run_1/sizing.png
(2 px per um)
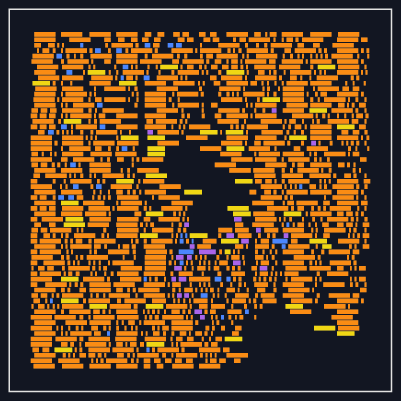
run_1/m2.png
(2 px per um)
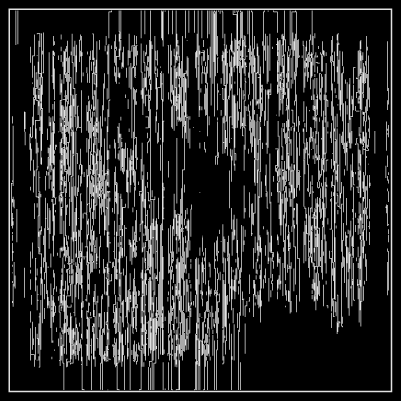
run_1/congestion_map.png
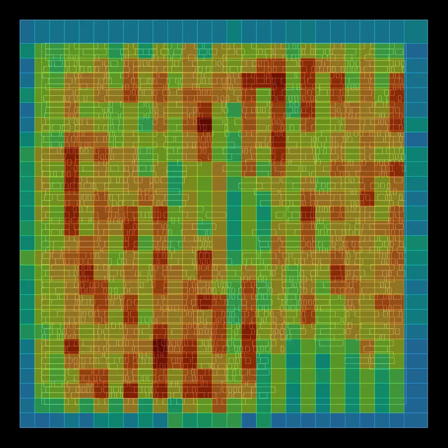
run_1/closeup.png
Window x 83 to 108, y 83 to 108 um. Cells in gray, sequential cells in the stronger gray; small squares are vias.
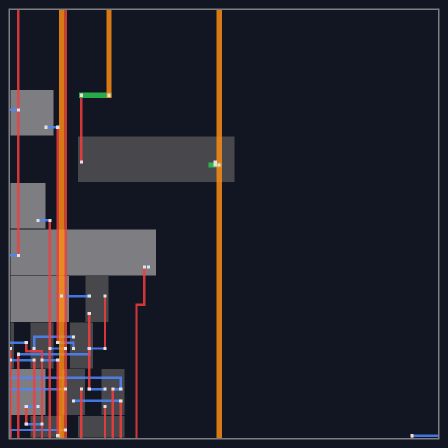
### src/rtl/arb_client_port.sv
`default_nettype none
// ============================================================================
//  Module   : arb_client_port
//  Purpose  : Requester-side adapter between a drawing-engine core and the
//             shared memory arbiter. Buffers core requests, offers them to
//             the arbiter with an rts/rtr handshake, limits the number of
//             outstanding reads so that returned data always has room, and
//             collects read data from the broadcast bus into an in-order
//             valid/ready response queue.
//  Ports    :
//    clk, rst_            clock, synchronous active-low reset
//    req_valid/req_ready  core request handshake
//    req_we/addr/wrdata   request payload (1 = write, 0 = read)
//    arb_rts/arb_rtr      arbiter handshake (transfer when both high)
//    arb_addr/wrdata/op   head request presented to the arbiter
//    bcast_data/xfc       shared read-return bus and per-client strobes
//    rsp_valid/ready/data read-data response queue to the core
//    busy                 any request, in-flight read or response pending
//    err_stray            sticky: a strobe arrived with no read outstanding
//  Revision : 1.0  initial release
// ============================================================================
module arb_client_port #(
  parameter int CLIENT_ID = 1,
  parameter int XFC_W     = 5,
  parameter int REQ_DEPTH = 4,
  parameter int RSP_DEPTH = 4
) (
  input  logic             clk,
  input  logic             rst_,
  // core request side
  input  logic             req_valid,
  output logic             req_ready,
  input  logic             req_we,
  input  logic [16:0]      req_addr,
  input  logic [31:0]      req_wrdata,
  // arbiter side
  output logic             arb_rts,
  input  logic             arb_rtr,
  output logic [16:0]      arb_addr,
  output logic [31:0]      arb_wrdata,
  output logic [3:0]       arb_op,
  // broadcast read-return bus
  input  logic [31:0]      bcast_data,
  input  logic [XFC_W-1:0] bcast_xfc,
  // core response side
  output logic             rsp_valid,
  input  logic             rsp_ready,
  output logic [31:0]      rsp_data,
  // status
  output logic             busy,
  output logic             err_stray
);

  localparam int REQ_AW = $clog2(REQ_DEPTH);
  localparam int RSP_AW = $clog2(RSP_DEPTH);
  // Counters must hold the value RSP_DEPTH itself, hence one extra bit.
  localparam int CNT_W  = RSP_AW + 1;

  localparam logic [REQ_AW:0]  REQ_PTR_ONE = (REQ_AW+1)'(1);
  localparam logic [RSP_AW:0]  RSP_PTR_ONE = (RSP_AW+1)'(1);
  localparam logic [CNT_W-1:0] CNT_ONE     = CNT_W'(1);
  localparam logic [CNT_W-1:0] CNT_ZERO    = '0;
  localparam logic [CNT_W:0]   CREDIT_LIM  = (CNT_W+1)'(RSP_DEPTH);

  // --------------------------------------------------------------------------
  // Request FIFO
  // --------------------------------------------------------------------------
  logic              req_we_mem   [REQ_DEPTH];
  logic [16:0]       req_addr_mem [REQ_DEPTH];
  logic [31:0]       req_data_mem [REQ_DEPTH];
  logic [REQ_AW:0]   req_wr_ptr;
  logic [REQ_AW:0]   req_rd_ptr;
  logic              req_empty;
  logic              req_full;
  logic              req_push;
  logic              head_we;
  logic [16:0]       head_addr;
  logic [31:0]       head_data;

  // Extra pointer bit distinguishes full (MSBs differ) from empty (equal).
  assign req_empty = (req_wr_ptr == req_rd_ptr);
  assign req_full  = (req_wr_ptr[REQ_AW] != req_rd_ptr[REQ_AW]) &&
                     (req_wr_ptr[REQ_AW-1:0] == req_rd_ptr[REQ_AW-1:0]);

  // req_ready comes straight from the registered pointers, so a pop in the
  // same cycle never opens a slot for a simultaneous push.
  assign req_ready = !req_full;
  assign req_push  = req_valid && req_ready;

  assign head_we   = req_we_mem  [req_rd_ptr[REQ_AW-1:0]];
  assign head_addr = req_addr_mem[req_rd_ptr[REQ_AW-1:0]];
  assign head_data = req_data_mem[req_rd_ptr[REQ_AW-1:0]];

  // Storage needs no reset: every output derived from it is gated by the
  // empty flag.
  always_ff @(posedge clk) begin
    if (req_push) begin
      req_we_mem  [req_wr_ptr[REQ_AW-1:0]] <= req_we;
      req_addr_mem[req_wr_ptr[REQ_AW-1:0]] <= req_addr;
      req_data_mem[req_wr_ptr[REQ_AW-1:0]] <= req_wrdata;
    end
  end

  // --------------------------------------------------------------------------
  // Response FIFO
  // --------------------------------------------------------------------------
  logic [31:0]       rsp_mem [RSP_DEPTH];
  logic [RSP_AW:0]   rsp_wr_ptr;
  logic [RSP_AW:0]   rsp_rd_ptr;
  logic              rsp_empty;
  logic [CNT_W-1:0]  rsp_count;
  logic              rsp_push;
  logic              rsp_pop;

  assign rsp_empty = (rsp_wr_ptr == rsp_rd_ptr);
  // Pointer difference modulo 2*depth is the occupancy (0..RSP_DEPTH).
  assign rsp_count = rsp_wr_ptr - rsp_rd_ptr;
  assign rsp_valid = !rsp_empty;
  assign rsp_pop   = rsp_valid && rsp_ready;
  assign rsp_data  = rsp_empty ? 32'h0 : rsp_mem[rsp_rd_ptr[RSP_AW-1:0]];

  always_ff @(posedge clk) begin
    if (rsp_push) begin
      rsp_mem[rsp_wr_ptr[RSP_AW-1:0]] <= bcast_data;
    end
  end

  // --------------------------------------------------------------------------
  // Issue / credit logic
  // --------------------------------------------------------------------------
  logic [CNT_W-1:0]  rd_out;
  logic [CNT_W:0]    credit_sum;
  logic              credit_ok;
  logic              xfc;
  logic              rd_xfc;
  logic              ret;
  logic              ret_ok;
  logic              unused_xfc;

  // Every issued read plus every buffered response owns one response slot,
  // so a return can always be stored.
  assign credit_sum = {1'b0, rd_out} + {1'b0, rsp_count};
  assign credit_ok  = (credit_sum < CREDIT_LIM);

  // Writes bypass the credit check, but only when they reach the head; a
  // write queued behind a blocked read waits to keep ordering.
  assign arb_rts    = !req_empty && (head_we || credit_ok);
  assign xfc        = arb_rts && arb_rtr;
  assign rd_xfc     = xfc && !head_we;

  assign arb_addr   = req_empty              ? 17'h0 : head_addr;
  assign arb_wrdata = (!req_empty && head_we) ? head_data : 32'h0;
  assign arb_op     = (!req_empty && head_we) ? 4'b1111 : 4'b0000;

  assign ret        = bcast_xfc[CLIENT_ID];
  assign ret_ok     = ret && (rd_out != CNT_ZERO);
  assign rsp_push   = ret_ok;

  // Strobes for other clients are intentionally ignored.
  assign unused_xfc = ^bcast_xfc;

  // --------------------------------------------------------------------------
  // State registers
  // --------------------------------------------------------------------------
  always_ff @(posedge clk) begin
    if (!rst_) begin
      req_wr_ptr <= '0;
      req_rd_ptr <= '0;
      rsp_wr_ptr <= '0;
      rsp_rd_ptr <= '0;
      rd_out     <= '0;
      err_stray  <= 1'b0;
    end else begin
      if (req_push) begin
        req_wr_ptr <= req_wr_ptr + REQ_PTR_ONE;
      end
      if (xfc) begin
        req_rd_ptr <= req_rd_ptr + REQ_PTR_ONE;
      end
      if (rsp_push) begin
        rsp_wr_ptr <= rsp_wr_ptr + RSP_PTR_ONE;
      end
      if (rsp_pop) begin
        rsp_rd_ptr <= rsp_rd_ptr + RSP_PTR_ONE;
      end
      // A read issue and an accepted return in the same cycle cancel out.
      case ({rd_xfc, ret_ok})
        2'b10:   rd_out <= rd_out + CNT_ONE;
        2'b01:   rd_out <= rd_out - CNT_ONE;
        default: rd_out <= rd_out;
      endcase
      if (ret && !ret_ok) begin
        err_stray <= 1'b1;
      end
    end
  end

  assign busy = !req_empty || (rd_out != CNT_ZERO) || rsp_valid;

endmodule
`default_nettype wire

### config.mk
export PLATFORM = sky130hd
export DESIGN_NAME = arb_client_port
export DESIGN_NICKNAME = d
export VERILOG_FILES = /design/src/rtl/arb_client_port.sv
export SDC_FILE = /design/constraint.sdc
export NUM_CORES = 1
export LEC_CHECK = 0
export ABC_AREA = 1
export CELL_PAD_IN_SITES_DETAIL_PLACEMENT = 1
export CELL_PAD_IN_SITES_GLOBAL_PLACEMENT = 1
export CORE_MARGIN = 10
export CORE_UTILIZATION = 48
export DETAILED_ROUTE_END_ITERATION = 8
export PLACE_DENSITY = 0.92
export SYNTH_ARGS = -nofsm -noshare
export SYNTH_HDL_FRONTEND = slang
export SYNTH_SLANG_ARGS = --single-unit
### constraint.sdc
create_clock -name clk -period 8.8 [get_ports clk]
set_input_delay 1.76 -clock clk [delete_from_list [all_inputs] [get_ports clk]]
set_output_delay 1.76 -clock clk [all_outputs]
set_load 0.01 [all_outputs]
==> impl_metrics.json, run 1 <==
{
  "clk_pin_slew_ns": 0.06,
  "cts_tree": "done",
  "stdcell_area_um2": 17200,
  "synth-adder-area-share_pct": 1.64,
  "pin_count": 182,
  "final.setup.tns_ns": 0,
  "setup.worst_path.start_class": "register",
  "syn_avg_cell_area_um2": 12.3,
  "xor_area_share_pct": 0.189,
  "synth_top_area_share_pct": 70.7,
  "fmax_mhz": 181,
  "dr_total_vias": 9368,
  "max_cap_viol_count": 0,
  "cts_resized": 0,
  "crit_chain": "nand2_1, nand3_1, nand2_2, inv_2, nand2_2, a21oi_1, clkdlybuf4s50_1",
  "via_per_inst": 5.48,
  "yosys-top-cells-area": "edfxtp_1 71%, nor2_1 8.3%, o21ai_0 5.8%, dfxtp_1 2.9%, a21oi_1 2.1%",
  "status": "complete, no violations",
  "netlist_instances": 1129,
  "final-setup-viol-count": 0,
  "period_needed_ns": 5.54,
  "postPlaceCellArea_um2": 16000,
  "ys_cells": 1129,
  "cp_max_fo": 101,
  "ys_sh_simple_pct": 10.4,
  "fp_util_pct": 48.5
}
-- sizing.png (at the start) --
color	size	cells	most used
blue	x2	40	a21oi_2
yellow	x6 and larger	45	clkbuf_16
orange	x1 and smaller	1215	edfxtp_1
purple	x3 and x4	22	buf_4

-- m2.png (at the start) --
main direction	vertical
share of all routed wire	53%
nets with wire on the layer	1241
wire length on this layer	20.3 mm
longest straight run	65.3 um

-- congestion_map.png (at the start) --
M1 GR Usage: 23.0%
WL/cell: 22.5 um

-- closeup.png (at the start) --
color	layer
red	M2
orange	M4
green	M3
blue	M1
netlist names of flops here include	req_we_mem (1)
most frequent	nor2_1 (4)
sequential cells in the window	1
cells with their middle in the window	7

run 1: cell type report:
class	count	area, um^2
fill	2843	11500
tap	384	480
antenna	5	12.5
clock buffer	47	1020
clock inverter	21	205
timing repair buffer	188	1850
inverter	57	214
sequential	348	10300
multi-input combinational	661	3200
run 1: sequential cells by signal, summed over array words and instances (netlist names), 3 cells and up, named ones only:
name          flops
req_addr_mem     68
rsp_rd_ptr        3
req_wr_ptr        3
rd_out            3
req_data_mem    128
req_rd_ptr        3
rsp_mem         128
req_we_mem        4
rsp_wr_ptr        3
run 1: per-stage QoR:
step                      cells  setup WS (ns)
after global routing       1706           2.96
after CTS                  1706           3.19
after detailed placement   1638           3.79
final                      1711           3.26
after floorplan            1129           4.33
after global placement     1638           3.82
run 1: synthesized netlist by cell type, types with 4 or more instances:
master / number
a21oi_1: 58
edfxtp_1: 328
clkbuf_1: 23
buf_2: 27
o21ai_1: 13
o21ai_0: 161
nand3_1: 6
dfxtp_1: 20
ha_1: 15
inv_1: 53
buf_4: 8
nand2_2: 4
o22ai_1: 17
nor2_1: 309
nand2_1: 45
a21oi_2: 19
run 1: per-layer routing:
metal / vias to the layer above / wire length, um / track usage (%)
met5: - / 9 / 0
met4: 2 / 897 / 6.36
met3: 66 / 2630 / 5.07
met2: 304 / 20300 / 38.1
met1: 4704 / 14700 / 23.0
li1: 4292 / - / -
run 1: where the power goes:
part           switching, mW  internal, mW  leakage [nW]
Sequential             0.110          1.97          3.16
Combinational           1.38         0.921          2.23
Clock                  0.617         0.936         0.606
run 1: worst max-delay path: cells and delay by family, from the launching register on:
| kind | cells | cell delay [ns] |
|---|---|---|
| AND-OR/OR-AND | 1 | 0.50 |
| buffers and inverters | 2 | 0.71 |
| flip-flops | 1 | 1.05 |
| AND/OR/NAND/NOR | 4 | 0.98 |
run 1: how the worst max path moves through the flow:
| stage | endpoint | cells past startpoint |
|---|---|---|
| 2_1_floorplan | req_addr_mem[0][0]$_DFFE_PP_ | 2 |
| 3_3_place_gp | arb_wrdata[24] | 7 |
| 3_5_place_dp | arb_wrdata[24] | 7 |
| 4_1_cts | arb_wrdata[24] | 7 |
| 5_1_grt | arb_wrdata[1] | 7 |
| 6_report | arb_wrdata[27] | 7 |
run 1: layout by cell type (no fill, tap or decap), drive strengths merged:
| cell type | netlist | layout |
|---|---|---|
| o21ai | 174 | 174 |
| o22ai | 17 | 17 |
| clkbuf | 23 | 47 |
| ha | 15 | 15 |
| clkdlybuf4s50 | 0 | 177 |
| nand4 | 3 | 3 |
| nand3 | 8 | 8 |
| fa | 2 | 2 |
| clkinv | 1 | 17 |
| inv | 56 | 57 |
| bufinv | 0 | 4 |
| nand2 | 49 | 49 |
| xor2 | 2 | 2 |
| nor3 | 1 | 1 |
| xnor2 | 1 | 1 |
| nor2 | 311 | 311 |
| and2 | 1 | 1 |
| a21oi | 77 | 77 |
| diode | 0 | 5 |
| edfxtp | 328 | 328 |
| dfxtp | 20 | 20 |
| buf | 40 | 11 |
## Run 2: what changed since run 1
- CORE_UTILIZATION: 48 -> 40
- PLACE_DENSITY: 0.92 -> 0.83
- clock period: 8.8 -> 4.6 ns (I/O delays scaled with it)
run_2/sizing.png
(2 px per um)
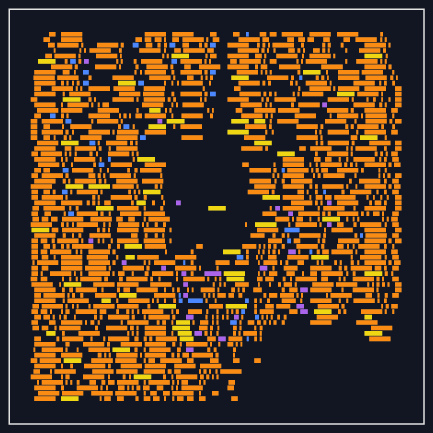
color	size	cells	most used
orange	x1 and smaller	1214	edfxtp_1
yellow	x6 and larger	53	clkbuf_16
blue	x2	38	a21oi_2
purple	x3 and x4	25	buf_4

==> run 2 against run 1 <==
Net effect: clock skew rose by 0.0066 ns; sequential share of layout area decreased by 0.78 points; utilization shrank 9.4 points.
==> impl_metrics.json, run 2 <==
{
  "dp.cells": 1716,
  "yosysWarnings": 0,
  "crit_chain": "inv_1, ha_1, inv_1, fa_1, xnor2_1, ha_1, nor3_1, nand2_1, nand2_2, and2_1, clkdlybuf4s50_1",
  "path_depth": 11,
  "yosysMostFrequentCell": "edfxtp_1",
  "fp_util_pct": 40.4,
  "hpwl_mm": 22.8,
  "period_needed_ns": 4.07,
  "cp_max_fo": 5,
  "pin_count": 182,
  "dr_total_vias": 9235,
  "lay_top_count": "edfxtp_1",
  "drc": 0,
  "via_per_inst": 5.17,
  "status": "complete, no violations",
  "cts_resized": 0,
  "crit_family": "adder cells",
  "reg2reg_from": "rsp_wr_ptr[0]$_SDFFE_PN0P_",
  "postPlaceCellArea_um2": 16200,
  "crit_end": "arb_rts",
  "lay_top_cells": "328 x edfxtp_1, 301 x nor2_1, 177 x clkdlybuf4s50_1, 161 x o21ai_0, 58 x a21oi_1",
  "post_drt_wl_per_cell_um": 20.6,
  "clk_pin_slew_ns": 0.06,
  "synth_top_area_share_pct": 70.7,
  "cts_tree": "done",
  "netlist_instances": 1129,
  "final-setup-viol-count": 0,
  "yosys-top-cells-area": "edfxtp_1 71%, nor2_1 8.3%, o21ai_0 5.8%, dfxtp_1 2.9%, a21oi_1 2.1%",
  "ys_cells": 1129,
  "cp_num_buf_inv": 3,
  "setup.worst_path.start_class": "register",
  "stdcell_area_um2": 17500,
  "fmax_mhz": 246,
  "common_cells": "328 x edfxtp_1, 309 x nor2_1, 161 x o21ai_0, 58 x a21oi_1, 53 x inv_1",
  "fin_cells": 1786
}
run 2: cell types whose count changed in the layout (fill, tap and decap cells not counted):
cell | before | now
buf_4 | 11 | 15
diode_2 | 5 | 1
buf_12 | 0 | 3
clkbuf_8 | 1 | 4
clkinv_2 | 9 | 7
clkinv_8 | 0 | 2
clkbuf_1 | 7 | 6
clkbuf_16 | 39 | 38
clkinv_16 | 0 | 1
clkinv_4 | 1 | 0
inv_6 | 1 | 0
inv_8 | 0 | 1
run 2: kinds of logic after synthesis:
group / after synthesis / share of synthesized area [%]
AND-OR/OR-AND: 268 / 10.3
XOR/XNOR: 3 / 0.189
adder cells (fa/ha/maj): 17 / 1.64
buffers and inverters: 120 / 3.85
flip-flops: 348 / 73.6
AND/OR/NAND/NOR: 373 / 10.4
run 2: cell type report:
cell class | count | area [um^2]
Timing Repair Buffer | 195 | 1940
Inverter | 57 | 214
Tap cell | 455 | 569
Fill cell | 3501 | 17000
Antenna cell | 1 | 2.50
Clock inverter | 21 | 251
Sequential cell | 348 | 10300
Multi-Input combinational cell | 661 | 3200
Clock buffer | 48 | 1030
run 2: metrics by stage:
stage               setup WS (ns)  utilization [%]  power [mW]
floorplan                   0.967                -        6.35
global placement             1.08             47.0        8.32
detailed placement           1.04             47.0        8.49
CTS                         0.450             50.7        11.6
global route                0.319             50.7        12.1
finish                      0.528             50.7        11.4
run 2: worst min-delay path, cell delays in order (launching register included):
cell	delay, ns
dfxtp_1	0.31
inv_1	0.05
a21oi_1	0.05
run 2: how the worst min path moves through the flow:
stage / startpoint / endpoint / cells past startpoint
2_1_floorplan: rsp_wr_ptr[2]$_SDFFE_PN0P_ / rsp_wr_ptr[2]$_SDFFE_PN0P_ / 1
3_3_place_gp: err_stray$_SDFFE_PN0P_ / err_stray$_SDFFE_PN0P_ / 2
3_5_place_dp: err_stray$_SDFFE_PN0P_ / err_stray$_SDFFE_PN0P_ / 2
4_1_cts: err_stray$_SDFFE_PN0P_ / err_stray$_SDFFE_PN0P_ / 2
5_1_grt: rsp_wr_ptr[2]$_SDFFE_PN0P_ / rsp_wr_ptr[2]$_SDFFE_PN0P_ / 1
6_report: err_stray$_SDFFE_PN0P_ / err_stray$_SDFFE_PN0P_ / 2
run 2: per-layer routing:
metal	GRT usage (%)	up-vias	routed length, um
li1	-	4297	-
met3	3.95	55	2360
met5	0	-	27
met2	31.1	241	19000
met1	19.6	4638	14900
met4	4.17	4	634
run 2: where the power goes:
group / switching (mW) / total [mW] / internal [mW]
sequential: 0.159 / 3.92 / 3.76
clock: 1.24 / 3.07 / 1.83
combinational: 2.65 / 4.45 / 1.81
Power is estimated from default activity; no workload was simulated.
